**Track usage over the die**

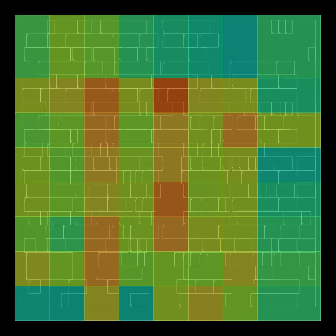
**Placement by cell class**

Bar = 20 um.
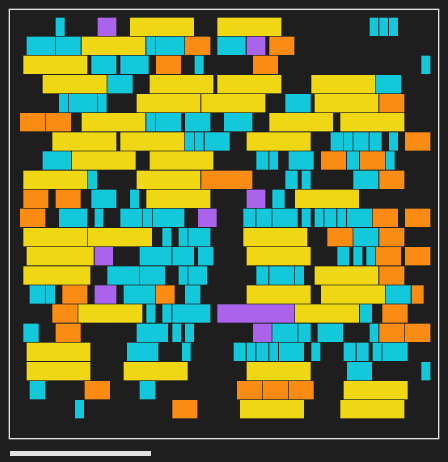
**Where the registers sit**

Bar = 20 um. Other sequential cells in the stronger grey, the rest of the logic in the fainter grey.
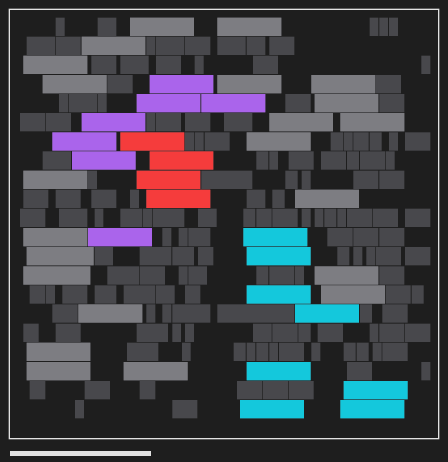
**Logic cells by family**

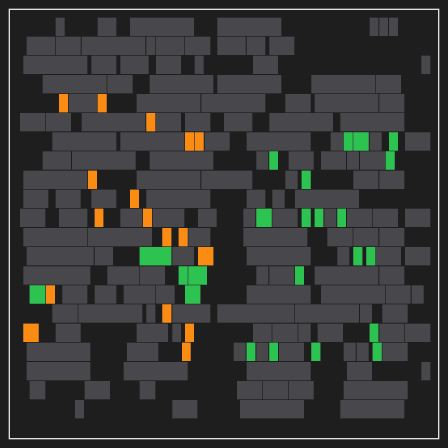
**Routed metal, one colour a layer**

Bar = 20 um. Only two layers are drawn.
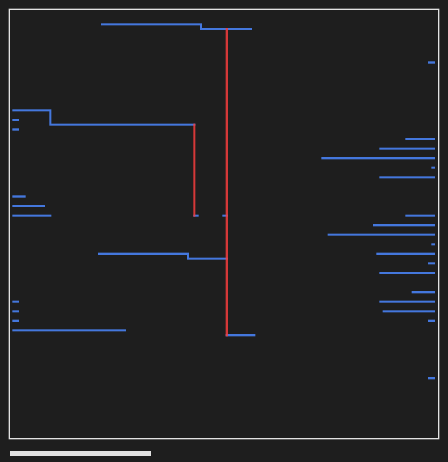
==> config.mk <==
export PLATFORM = sky130hd
export DESIGN_NAME = serial_sub_sequencer
export DESIGN_NICKNAME = d
export VERILOG_FILES = /design/src/rtl/serial_sub_pkg.sv /design/src/rtl/serial_sub_piso.sv /design/src/rtl/serial_sub_sequencer.sv
export SDC_FILE = /design/constraint.sdc
export NUM_CORES = 1
export LEC_CHECK = 0
export CAP_MARGIN = 20
export CORE_UTILIZATION = 53
export DETAILED_ROUTE_END_ITERATION = 12
export PLACE_DENSITY = 0.84
export SLEW_MARGIN = 15
export SYNTH_ARGS = -nofsm -noshare
export SYNTH_HDL_FRONTEND = slang
export SYNTH_SLANG_ARGS = --single-unit
==> constraint.sdc <==
create_clock -name clock -period 2.8 [get_ports clock]
set_clock_uncertainty 0.2 [all_clocks]
set_input_delay 0.56 -clock clock [delete_from_list [all_inputs] [get_ports clock]]
set_output_delay 0.56 -clock clock [all_outputs]
set_load 0.05 [all_outputs]
==> Implementation_results.wiki <==
=== Synthesis and place and route ===
{| class="wikitable"
! Metric !! Value
|-
| Final Hold Violating Endpoints || 0
|-
| Power consumption || 2.47 mW
|-
| Share of the synthesized area in the top cell type || 0.532
|-
| Worst Max-Slew Pin Slew || 0.867 ns
|-
| Starting density of the core || 0.550
|-
| Worst path slowest cell || clkdlybuf4s50_1
|-
| Flip-flops || 41
|-
| Cell types with the highest counts after synthesis || dfrtp_1, mux2i_1, nand2_1
|-
| Placed Cells incl. Taps || 230
|-
| Top cell type by instance count after synthesis || dfrtp_1
|-
| Share of final layout cell area taken by non-clock buffers || 0.157
|-
| Post_cts resized || 0
|-
| Area contributors post-synth || dfrtp_1, mux2i_1, buf_4
|-
| Number of inverters outside the clock class in the layout || 2
|-
| Post-route minimum period || 2.43 ns
|-
| Layout filler cell count || 265
|-
| Area growth syn-to-layout || 22.5%
|-
| Fmax achieved || 411 MHz
|-
| VDD IR-drop max || 736 uV
|-
| Chip Area, Yosys || 1840 sq um
|-
| Post-DP HPWL || 2030 um
|-
| Post-DP Area || 2160 sq um
|-
| Async set-reset flop share out of synthesis || 1.00
|-
| Relative max-transition margin || 0.422
|-
| Critical path capture point type || primary output
|-
| Status || finished clean
|-
| Register-to-register setup slack || 0.94 ns
|-
| Dominant flop cell || dfrtp_1
|-
| Latest clock arrival within the worst-skew pair || 0.36 ns
|-
| Average cell area after synthesis || 11.6 sq um
|-
| Via-to-Cell Ratio || 4.81
|-
| Largest fanout of any net on the critical path || 1
|-
| Multiplexer area fraction after synthesis || 0.169
|-
| Bufs and invs on worst path || 1
|-
| Number of hold-repair buffers added at the cts stage || 0
|-
| Logic gate fraction of the total cell area || 0.319
|-
| # DRC || 0
|-
| CP required || 2.04 ns
|-
| Buffer depth of the longest clock path || 2
|-
| Post-synthesis sequential area ratio || 0.560
|-
| Synth warnings || 0
|-
| Cells in synth_stat.txt || 158
|-
| IO Port Bufs || 33
|-
| Number of enable flip-flop cells || 0
|-
| Pre-antenna DRT Iters || 3
|-
| Combined area of the multi-input logic cells || 718 sq um
|-
| Vias in the first global route || 1121
|-
| Post-synthesis cell count || 158
|-
| Area enclosed by the die boundary || 3700 sq um
|-
| Adder-cell share of the synthesized area || 0.0341
|-
| Worst setup slack after placement || 0.612 ns
|-
| Grt total ovfl || 0
|-
| Post-route setup slack || 0.366 ns
|-
| Total standard cell area after synthesis || 1840 sq um
|}
Back to the opening pictures, 'track usage over the die':
GRT Total Usage: 0.184
GR Util met2: 0.298
met3 Use GR: 0.0725
Final Util: 0.674

Back to the opening pictures, 'placement by cell class':
class	colour	cells
registers	yellow	41
remaining logic cells	cyan	108
clock drivers and dummy loads	purple	8
remaining buffers and delay cells	orange	35
fraction of area in registers: 0.457
standard-cell row count: 21
Layout Cell Area excl Fill: 2250 sq um
area inside the core boundary: 3340 sq um

Back to the opening pictures, 'where the registers sit':
signal	colour	sequential cells
`cnt_q`	red	4
`diff_sr_q`	purple	7
`u_piso_a.data_q`	cyan	8
sequential cell area in the final layout: 1030 sq um
power in sequential cells: 0.968 mW

Back to the opening pictures, 'logic cells by family':
family	colour	cells	most used
nand cells	green	23	nand2_1
nor cells	orange	17	nor2_1
final instance count without filler cells: 238
dominant logic cell type in the layout: dfrtp_1

Back to the opening pictures, 'routed metal, one colour a layer':
layer	colour	wire length
M4	red	56.4 um
M3	blue	202 um
wirelength, routed: 2980 um
via count of the routed design: 1145
mean routed wirelength per cell: 12.5 um

## kinds of logic after synthesis
family,after synthesis
other,1
adder cells (fa/ha/maj),5
AND-OR/OR-AND,17
buffers and inverters,19
flip-flops,41
AND/OR/NAND/NOR,42
multiplexers,30
XOR/XNOR,3
## power breakdown
group          internal [mW]  switching, mW  total (mW)
clock                  0.189          0.192       0.381
combinational          0.458          0.661        1.12
sequential             0.834          0.134       0.968
## per-layer routing
metal	up-vias	GRT usage	wire length, um
li1	570	-	-
met1	536	0.222	1370
met2	33	0.298	1350
met3	6	0.0725	202
met4	0	0.0682	56
met5	-	0	0
## worst register-to-register path: cells and delay by family, from the launching register on
family                     cells  cell delay, ns
and+or+nand+nor                2            0.24
xor gates and xnor gates       1            0.17
buffers and inverters          2            0.54
adders and majority gates      1            0.22
DFF                            1            0.41
Power figures rest on the tool's default switching activity, not on a simulated workload.
